--- src/rtl/mul_result_display_pkg.sv ---
`default_nettype none
// ==========================================================================
// mul_result_display_pkg : FSM states, seven-segment glyphs, digit indices
// Revision: 1.0
// ==========================================================================
package mul_result_display_pkg;

  typedef enum logic [1:0] {
    IDLE    = 2'd0,
    CONVERT = 2'd1,
    SHOW    = 2'd2
  } state_t;

  // Segment order {g,f,e,d,c,b,a}, active-high
  localparam logic [6:0] GLYPH_0     = 7'b0111111;
  localparam logic [6:0] GLYPH_1     = 7'b0000110;
  localparam logic [6:0] GLYPH_2     = 7'b1011011;
  localparam logic [6:0] GLYPH_3     = 7'b1001111;
  localparam logic [6:0] GLYPH_4     = 7'b1100110;
  localparam logic [6:0] GLYPH_5     = 7'b1101101;
  localparam logic [6:0] GLYPH_6     = 7'b1111101;
  localparam logic [6:0] GLYPH_7     = 7'b0000111;
  localparam logic [6:0] GLYPH_8     = 7'b1111111;
  localparam logic [6:0] GLYPH_9     = 7'b1101111;
  localparam logic [6:0] GLYPH_MINUS = 7'b1000000;
  localparam logic [6:0] GLYPH_BLANK = 7'b0000000;

  localparam int DIG_ONES = 0;
  localparam int DIG_TENS = 1;
  localparam int DIG_SIGN = 2;

  function automatic logic [6:0] bcd_glyph(input logic [3:0] d);
    logic [6:0] g;
    case (d)
      4'd0:    g = GLYPH_0;
      4'd1:    g = GLYPH_1;
      4'd2:    g = GLYPH_2;
      4'd3:    g = GLYPH_3;
      4'd4:    g = GLYPH_4;
      4'd5:    g = GLYPH_5;
      4'd6:    g = GLYPH_6;
      4'd7:    g = GLYPH_7;
      4'd8:    g = GLYPH_8;
      4'd9:    g = GLYPH_9;
      default: g = GLYPH_BLANK;
    endcase
    return g;
  endfunction

endpackage
`default_nettype wire

--- src/rtl/mul_result_display_seg7_decode.sv ---
`default_nettype none
// ==========================================================================
// seg7_decode : BCD digit with minus/blank override -> active-high glyph
// Revision: 1.0
// ==========================================================================
module seg7_decode
  import mul_result_display_pkg::*;
(
  input  logic [3:0] bcd,
  input  logic       blank,
  input  logic       minus,
  output logic [6:0] glyph
);

  always_comb begin
    glyph = bcd_glyph(bcd);
    if (minus)
      glyph = GLYPH_MINUS;
    else if (blank)
      glyph = GLYPH_BLANK;
  end

endmodule
`default_nettype wire

--- src/rtl/mul_result_display.sv ---
`default_nettype none
// ==========================================================================
// mul_result_display : product capture, double-dabble BCD, 3-digit 7-seg scan
// Option: SEG_ACTIVE_LOW_EN inverts seg/an for common-anode boards.
// Revision: 1.0
// ==========================================================================
module mul_result_display
  import mul_result_display_pkg::*;
#(
  parameter int MAG_W    = 4,
  parameter int SCAN_DIV = 1000
) (
  input  logic             clk,
  input  logic             rst_n,
  input  logic [MAG_W:0]   res_in,
  input  logic             res_valid,
  output logic             res_ready,
  output logic [6:0]       seg,
  output logic [2:0]       an,
  output logic             busy
);

  localparam int SR_W = MAG_W + 8;
  localparam int IT_W = $clog2(MAG_W + 1);
  localparam int SC_W = (SCAN_DIV > 1) ? $clog2(SCAN_DIV) : 1;

  state_t            state, state_nxt;
  logic              accept, last_iter;
  logic [SR_W-1:0]   sr, sr_adj, sr_shift;
  logic [IT_W-1:0]   iter;
  logic              neg_lat;

  logic              disp_neg;
  logic [3:0]        disp_tens, disp_ones;

  logic [SC_W-1:0]   scan_cnt;
  logic              scan_wrap;
  logic [2:0]        an_r, an_nxt;
  logic [6:0]        seg_r, glyph;
  logic [3:0]        dec_bcd;
  logic              dec_blank, dec_minus;

  assign accept    = res_valid & res_ready;
  assign last_iter = (state == CONVERT) && (iter == IT_W'(1));

  always_ff @(posedge clk or negedge rst_n) begin
    if (!rst_n)
      state <= IDLE;
    else
      state <= state_nxt;
  end

  always_comb begin
    state_nxt = state;
    case (state)
      IDLE, SHOW: if (accept)    state_nxt = CONVERT;
      CONVERT:    if (last_iter) state_nxt = SHOW;
      default:                   state_nxt = IDLE;
    endcase
  end

  always_comb begin
    res_ready = 1'b1;
    busy      = 1'b0;
    if (state == CONVERT) begin
      res_ready = 1'b0;
      busy      = 1'b1;
    end
  end

  // One double-dabble step: correct each BCD nibble, then shift in the next bit
  always_comb begin
    sr_adj = sr;
    if (sr[MAG_W+3 -: 4] >= 4'd5)
      sr_adj[MAG_W+3 -: 4] = sr[MAG_W+3 -: 4] + 4'd3;
    if (sr[SR_W-1 -: 4] >= 4'd5)
      sr_adj[SR_W-1 -: 4] = sr[SR_W-1 -: 4] + 4'd3;
    sr_shift = {sr_adj[SR_W-2:0], 1'b0};
  end

  always_ff @(posedge clk or negedge rst_n) begin
    if (!rst_n) begin
      sr        <= '0;
      iter      <= '0;
      neg_lat   <= 1'b0;
      disp_neg  <= 1'b0;
      disp_tens <= 4'd0;
      disp_ones <= 4'd0;
    end else if (accept) begin
      sr      <= {8'b0, res_in[MAG_W-1:0]};
      iter    <= IT_W'(MAG_W);
      neg_lat <= res_in[MAG_W] & (|res_in[MAG_W-1:0]);
    end else if (state == CONVERT) begin
      sr   <= sr_shift;
      iter <= iter - 1'b1;
      if (last_iter) begin
        disp_neg  <= neg_lat;
        disp_tens <= sr_shift[MAG_W+7 -: 4];
        disp_ones <= sr_shift[MAG_W+3 -: 4];
      end
    end
  end

  assign scan_wrap = (scan_cnt == SC_W'(SCAN_DIV - 1));
  assign an_nxt    = scan_wrap ? {an_r[1:0], an_r[2]} : an_r;

  // Glyph is chosen for the digit enabled after this edge, so seg and an move together
  always_comb begin
    dec_bcd   = disp_ones;
    dec_blank = 1'b0;
    dec_minus = 1'b0;
    if (an_nxt[DIG_TENS]) begin
      dec_bcd   = disp_tens;
      dec_blank = (disp_tens == 4'd0);
    end else if (an_nxt[DIG_SIGN]) begin
      dec_bcd   = 4'd0;
      dec_blank = ~disp_neg;
      dec_minus = disp_neg;
    end
  end

  seg7_decode u_dec (
    .bcd   (dec_bcd),
    .blank (dec_blank),
    .minus (dec_minus),
    .glyph (glyph)
  );

  always_ff @(posedge clk or negedge rst_n) begin
    if (!rst_n) begin
      scan_cnt <= '0;
      an_r     <= 3'b001;
      seg_r    <= GLYPH_0;
    end else begin
      scan_cnt <= scan_wrap ? '0 : scan_cnt + 1'b1;
      an_r     <= an_nxt;
      seg_r    <= glyph;
    end
  end

`ifdef SEG_ACTIVE_LOW_EN
  assign seg = ~seg_r;
  assign an  = ~an_r;
`else
  assign seg = seg_r;
  assign an  = an_r;
`endif

endmodule
`default_nettype wire

--- config.mk ---
export PLATFORM = sky130hd
export DESIGN_NAME = mul_result_display
export DESIGN_NICKNAME = d
export VERILOG_FILES = /design/src/rtl/mul_result_display_pkg.sv /design/src/rtl/mul_result_display_seg7_decode.sv /design/src/rtl/mul_result_display.sv
export SDC_FILE = /design/constraint.sdc
export NUM_CORES = 1
export LEC_CHECK = 0
export CAP_MARGIN = 20
export CORE_AREA = 4 4 82 84
export DETAILED_ROUTE_END_ITERATION = 10
export DIE_AREA = 0 0 86 88
export PLACE_DENSITY = 0.71
export SLEW_MARGIN = 20
export SYNTH_ARGS = -nofsm -noshare
export SYNTH_HDL_FRONTEND = slang
export SYNTH_SLANG_ARGS = --single-unit
--- constraint.sdc ---
create_clock -name clk -period 5.15 [get_ports clk]
set_input_delay 0.7725 -clock clk [delete_from_list [all_inputs] [get_ports clk]]
set_output_delay 0.7725 -clock clk [all_outputs]
set_load 0.01 [all_outputs]
clk_routes.png
Drawn at 3 px/µm.
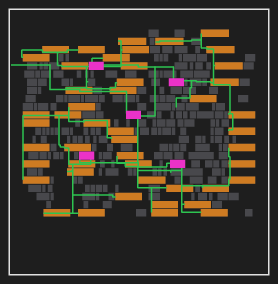
legend:
  magenta:
    item: clock drivers
    count: 5
  green:
    item: clock wires
    length: 583 µm
  orange:
    item: flip-flops
    count: 47
routed clock nets: 6

congestion.png
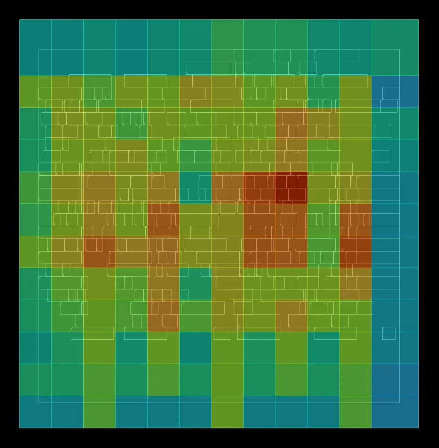
M2 GR Usage: 0.233
met1 GRT Util: 0.176
met3 Track Usage GR: 0.0423

layer_met1.png
Drawn at 6 px/µm. Supply wires on this layer in gray.
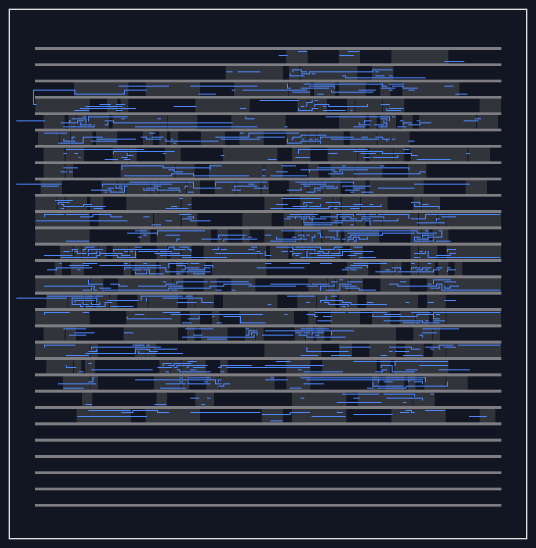
longest straight run: 20.7 µm
wire length on this layer: 2180 µm
via count: 1889
drt total wl: 4650 µm

==> results.cfg <==
; physical design summary
[run_status]
outcome = complete, no violations

[critical_path]
critPathLaunchType = flip-flop
timing.rr.end = seg[0]
worstPathCellList = nand2b_1 > inv_1 > clkdlybuf4s50_1
startpoint = state[1]
path_buffers = 2
critPathCapture = busy
cp.depth = 3

[finish]
lay_top_cells = dfrtp_1 (40), nand2_1 (26), o21ai_0 (20), clkdlybuf4s50_1 (18), nor2_1 (17)
combAreaFraction = 0.445
nClkBuffers = 5
diodes = 0
n_all_buffers = 19
fillCellCount = 545
fin_nets = 290
stdcell_area_mm2 = 0.00294
sh_seq_area = 0.403

[synth]
synthAdderAreaFrac = 0.0573
synthArstFlopShare = 1.00
ys.flops = 47
edf_count = 0
most_common_cell = dfrtp_1
synth.logic.top_family = simple AND/OR/NAND/NOR gates
syn_area_mm2 = 0.00262

[power]
irDropWorstVdd_uv = 345
power_combinational_mw = 0.620
switchingPower_mw = 0.531
pwr-share-comb = 0.418
pg_clk_mw = 0.276
finalPower_mw = 1.48
power.internal_mw = 0.951

[timing]
setup_slack_ns = 2.20
worst-slew-pin-transition_ns = 0.927
slew_viol_final = 0
final.period_utilization = 0.574
rsz0062_at_grt = no

[global_route]
grt_max_degree = 48

[detailed_routing]
drc = 0
wl_met1_um = 2180
via_per_inst = 5.46
drt-initial-drc-count = 119

[placement]
dpl_worst_slack_ns = 2.54

[clock_network]
cts-root-buf = clkbuf_8
path_clk_slew_ns = 0.09
clock_latency_ns = 0.31
cts_setup_buffers = 0

[die]
taps = 75
fp_util = 0.443

[job]
tool_warnings = 33

[worst_hold_path]
hold_class = input pin to async pin
Power figures rest on the tool's default switching activity, not on a simulated workload.
